==> src/rtl/step_tick_pkg.sv <==
// rtl/step_tick_pkg.sv - shared mode type, default timing constants and width helper for step_tick_gen
package step_tick_pkg;

  // Operating mode of the tick generator
  typedef enum logic {
    STEP = 1'b0,
    RUN  = 1'b1
  } mode_t;

  // 50 MHz board clock: 25e6 cycles per run tick, 10 ms debounce window
  localparam int DIV_MAX_DEFAULT   = 24999999;
  localparam int DB_CYCLES_DEFAULT = 500000;

  // Bits needed to hold 0..max_val, never less than one bit
  function automatic int cnt_width(input int max_val);
    return (max_val < 1) ? 1 : $clog2(max_val + 1);
  endfunction

endpackage

==> src/rtl/btn_debounce.sv <==
// rtl/btn_debounce.sv - two-flop synchronizer plus stability-window debouncer for a raw push-button
module btn_debounce
  import step_tick_pkg::*;
#(
  parameter int DB_CYCLES = DB_CYCLES_DEFAULT
) (
  input  logic clk,
  input  logic rst,
  input  logic btn_raw,
  output logic btn_level
);

  localparam int              DBW     = cnt_width(DB_CYCLES);
  localparam logic [DBW-1:0]  DB_LAST = DBW'(DB_CYCLES - 1);

  logic           btn_s1;
  logic           btn_s2;
  logic [DBW-1:0] db_cnt;

  // Bring the asynchronous button into the clk domain
  always_ff @(posedge clk) begin
    if (rst) begin
      btn_s1 <= 1'b0;
      btn_s2 <= 1'b0;
    end else begin
      btn_s1 <= btn_raw;
      btn_s2 <= btn_s1;
    end
  end

  // Accept a new level only after it has differed from the current one for DB_CYCLES cycles
  always_ff @(posedge clk) begin
    if (rst) begin
      db_cnt    <= '0;
      btn_level <= 1'b0;
    end else if (btn_s2 == btn_level) begin
      db_cnt <= '0;
    end else if (db_cnt == DB_LAST) begin
      btn_level <= btn_s2;
      db_cnt    <= '0;
    end else begin
      db_cnt <= db_cnt + DBW'(1);
    end
  end

endmodule

==> src/rtl/step_tick_gen.sv <==
// rtl/step_tick_gen.sv - free-run / single-step tick and slow clock source for a JK counter demo
module step_tick_gen
  import step_tick_pkg::*;
#(
  parameter int DIV_MAX   = DIV_MAX_DEFAULT,
  parameter int DB_CYCLES = DB_CYCLES_DEFAULT
) (
  input  logic clk,
  input  logic rst,
  input  logic run,
  input  logic step_btn,
  output logic tick,
  output logic slow_clk,
  output logic btn_level,
  output logic mode_run
);

  localparam int             PW       = cnt_width(DIV_MAX);
  localparam logic [PW-1:0]  PRE_LAST = PW'(DIV_MAX);

  logic          run_s1;
  logic          run_s2;
  mode_t         state;
  mode_t         state_q;
  mode_t         state_nx;
  logic          btn_prev;
  logic [PW-1:0] pre_cnt;
  logic [PW-1:0] pre_nx;
  logic          tick_nx;
  logic          mode_chg;
  logic          btn_rise;

  btn_debounce #(
    .DB_CYCLES (DB_CYCLES)
  ) u_debounce (
    .clk       (clk),
    .rst       (rst),
    .btn_raw   (step_btn),
    .btn_level (btn_level)
  );

  // Bring the asynchronous mode switch into the clk domain
  always_ff @(posedge clk) begin
    if (rst) begin
      run_s1 <= 1'b0;
      run_s2 <= 1'b0;
    end else begin
      run_s1 <= run;
      run_s2 <= run_s1;
    end
  end

  // Mode register plus a one-cycle-late copy used to spot the first cycle of a new mode
  always_ff @(posedge clk) begin
    if (rst) begin
      state   <= STEP;
      state_q <= STEP;
    end else begin
      state   <= state_nx;
      state_q <= state;
    end
  end

  // Next mode, prescaler advance and tick request; the first cycle of any mode is kept quiet
  always_comb begin
    state_nx = run_s2 ? RUN : STEP;
    mode_chg = (state != state_q);
    btn_rise = btn_level & ~btn_prev;
    pre_nx   = '0;
    tick_nx  = 1'b0;
    case (state)
      RUN: begin
        if (!mode_chg) begin
          if (pre_cnt == PRE_LAST) begin
            tick_nx = 1'b1;
          end else begin
            pre_nx = pre_cnt + PW'(1);
          end
        end
      end
      default: begin
        tick_nx = btn_rise & ~mode_chg;
      end
    endcase
  end

  // Registered tick, slow clock toggle, prescaler and button edge history
  always_ff @(posedge clk) begin
    if (rst) begin
      pre_cnt  <= '0;
      tick     <= 1'b0;
      slow_clk <= 1'b0;
      btn_prev <= 1'b0;
    end else begin
      pre_cnt  <= pre_nx;
      tick     <= tick_nx;
      btn_prev <= btn_level;
      if (tick_nx) begin
        slow_clk <= ~slow_clk;
      end
    end
  end

  assign mode_run = (state == RUN);

endmodule

==> config.mk <==
export PLATFORM = sky130hd
export DESIGN_NAME = step_tick_gen
export DESIGN_NICKNAME = d
export VERILOG_FILES = /design/src/rtl/step_tick_pkg.sv /design/src/rtl/btn_debounce.sv /design/src/rtl/step_tick_gen.sv
export SDC_FILE = /design/constraint.sdc
export NUM_CORES = 1
export LEC_CHECK = 0
export CAP_MARGIN = 5
export CORE_AREA = 2 2 70 72
export DETAILED_ROUTE_END_ITERATION = 12
export DIE_AREA = 0 0 72 74
export PLACE_DENSITY = 0.74
export SYNTH_ARGS = -nofsm -noshare
export SYNTH_HDL_FRONTEND = slang
export SYNTH_HIERARCHICAL = 1
export SYNTH_SLANG_ARGS = --single-unit
==> constraint.sdc <==
create_clock -name clk -period 2.8 [get_ports clk]
set_input_delay 0.28 -clock clk [delete_from_list [all_inputs] [get_ports clk]]
set_output_delay 0.28 -clock clk [all_outputs]
set_load 0.005 [all_outputs]
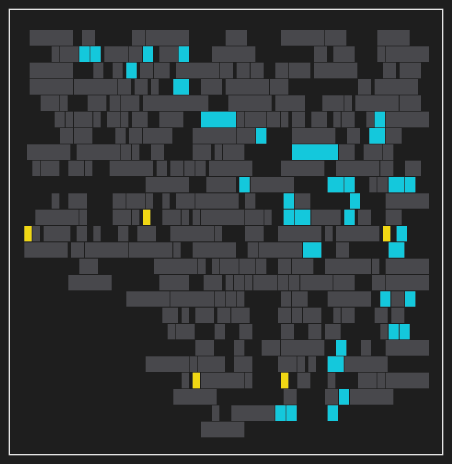
**Above:** gate families picked out.
Scale: 6 px per um.
Key: inverting AOI/OAI gates = cyan [cells 34]; inverters = yellow [cells 5]
multi-input combinational area share: 48.92%
final non-filler cell total: 333
most common cell after layout, fill and taps aside: dfxtp_1

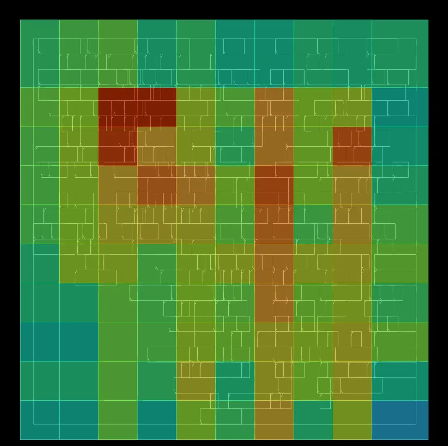
**Above:** congestion heat map.
routing usage on met1: 23.56%
Tot GR Track Use: 17.85%
fin util: 57.85%

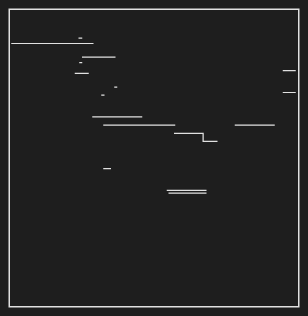
**Above:** M3 wires.
Scale: 4 px per um.
10 nets have wire on it. The longest straight run is 20.2 um. The layer holds 2.6% of the routed length. The wires run mostly horizontal.

==> CHANGELOG.md <==
### Metrics

* Post-synth cell types at 44
* Crit path largest cell delay at 0.57 ns
* XOR Share, Synth at 8.974%
* Mapped Nets at 274
* WP buf/inv at 0
* First-pass GRT wire length at 7755 um
* Slowest cell on crit path: or4_4
* Worst-path clk slew at 0.10 ns
* Critical Path AT at 2.26 ns
* Status: finished, final reports clean
* Number of buffers created by CTS at 5
* Die Ht at 74 um
* Antenna cells at 0
* Final setup TNS at 0 ns
* Ys Warns at 6
* Crit share post-route at 74.44%
* Power Dens Cells at 493.4 mW/mm^2
* FP Util at 53.06%
* Setup crit end kind: flip-flop
* Clk_skew at 0.01245 ns
* Synth area leader: dfxtp_1
* Maximum root-to-sink buffer count at 2
* HP Class: reg2reg
* Clk sink count at 54
* Setup violations, final at 0
* Setup Buffers After CTS at 0
* Register-to-Register Path Depth at 4
* Synth Area in Simple Gates at 32.97%
* MUX share of area at 1.026%
* Ys cells at 268
* Pleak at 0.7721 nW
* Seq/Total Area, Yosys at 44.31%
* Delay-heaviest family, CP: simple AND/OR/NAND/NOR gates
* Worst Setup Start Kind: flip-flop
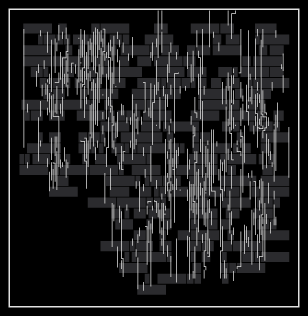
**Above:** signal wires on met2.
Scale: 4 px per um.
The wires run mostly vertical. The layer carries 2030 um of wire. The longest straight run is 29.6 um.
Detailed Route WL: 4304 um
via total after detailed routing: 1910
GRT met2 Usage: 29.53%

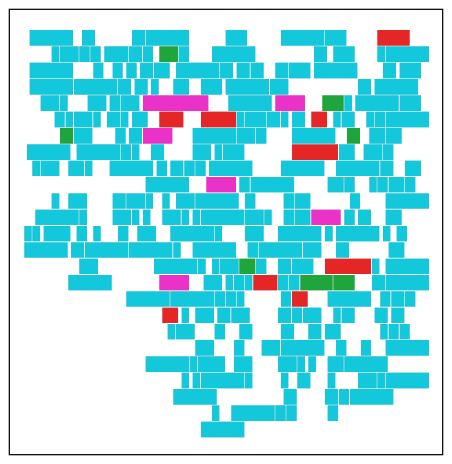
**Above:** drive-strength map.
Scale: 6 px per um.
Key: _2 cells = green [cells 7, share 2.5%]; _0 and _1 cells = cyan [cells 257, share 92%]; _3 and _4 cells = red [cells 9, share 3.2%]; _6 and larger = magenta [cells 6, share 2.2%]
post-route cell area: 0.002660 mm^2
Worst Slack Setup Final: 0.7155 ns
Layout area overhead: 9.026%
bufs w/o clock: 8

==> cells in the mapped netlist <==
library cell	n
dfxtp_1	54
nor2_1	36
nand3_1	21
a21oi_1	16
xnor2_1	13
nand2_1	12
nand4_1	12
xor2_1	12
nor2b_1	8
or3_1	8
or4_1	8
o21ai_0	7
o31ai_1	7
and2_1	5
inv_1	5
nor3_1	5
and4_1	4
and3_1	3
buf_4	3
ha_1	2
nor4_1	2
or2_2	2
or4b_1	2
and3_2	1
and4_4	1
buf_2	1
buf_6	1
mux2_4	1
mux2i_1	1
nand2b_1	1
nand3_2	1
nand4_4	1
nand4bb_1	1
nor3b_1	1
nor4b_1	1
nor4b_2	1
o21ai_1	1
o21ai_4	1
o31a_1	1
o31ai_4	1
o41ai_1	1
or3b_2	1
or4_4	1
or4b_2	1
==> path summary, 6_finish.rpt <==
path	to	from
hold reg to reg	mode_run$_SDFF_PP0_	run_s2$_SDFF_PP0_
setup / recovery	u_debounce/db_cnt[3]$_SDFF_PP0_	u_debounce/db_cnt[5]$_SDFF_PP0_
setup reg to reg	u_debounce/db_cnt[3]$_SDFF_PP0_	u_debounce/db_cnt[5]$_SDFF_PP0_
hold / removal	mode_run$_SDFF_PP0_	run_s2$_SDFF_PP0_
==> stage by stage <==
stage | hold WS, ns | worst slack, ns | power [W]
2_1_floorplan | 0.3516 | 0.8629 | 0.0007966
3_3_place_gp | 0.4187 | 0.7893 | 0.0008047
3_5_place_dp | 0.4269 | 0.7463 | 0.0008049
4_1_cts | 0.4551 | 0.7109 | 0.001327
5_1_grt | 0.4615 | 0.6037 | 0.001353
6_report | 0.4486 | 0.7155 | 0.001312
==> worst reg2reg max path, stage by stage, from the launching register on <==
cell and delay [ns]:
dfxtp_1 0.39, or3b_2 0.47, or4_4 0.57, o21ai_4 0.42, nor2_1 0.11
==> layout make-up <==
type	count	area, um^2
Timing Repair Buffer	8	77.57
Sequential cell	54	1081
Inverter	5	18.77
Tap cell	54	67.56
Clock inverter	3	45.04
Clock buffer	5	68.82
Multi-Input combinational cell	204	1301
Fill cell	421	1938
==> power by group <==
part | switching, W | internal, W | total, W
sequential | 0.00000150 | 0.000771 | 0.000773
combinational | 0.00000640 | 0.00000759 | 0.0000140
clock | 0.000260 | 0.000266 | 0.000526
==> registers in the layout, indices dropped and copies added (netlist names) <==
signal / cells
btn_prev: 1
u_debounce/btn_s2: 1
state_q: 1
run_s1: 1
slow_clk: 1
u_debounce/btn_level: 1
tick: 1
pre_cnt: 25
run_s2: 1
u_debounce/db_cnt: 19
mode_run: 1
u_debounce/btn_s1: 1
==> routing by layer <==
metal / vias to the layer above / part of all wire (%) / track usage, %
met5: - / 0 / 0
met4: 0 / 1.2 / 6.289
li1: 985 / - / -
met1: 893 / 49 / 23.56
met3: 9 / 2.6 / 3.388
met2: 23 / 47 / 29.53
==> cells by family after synthesis <==
family	after synthesis
AND/OR/NAND/NOR	140
flip-flops	54
AND-OR/OR-AND	35
XOR/XNOR	25
buffers and inverters	10
multiplexers	2
adder cells (fa/ha/maj)	2
Power figures rest on the tool's default switching activity, not on a simulated workload.
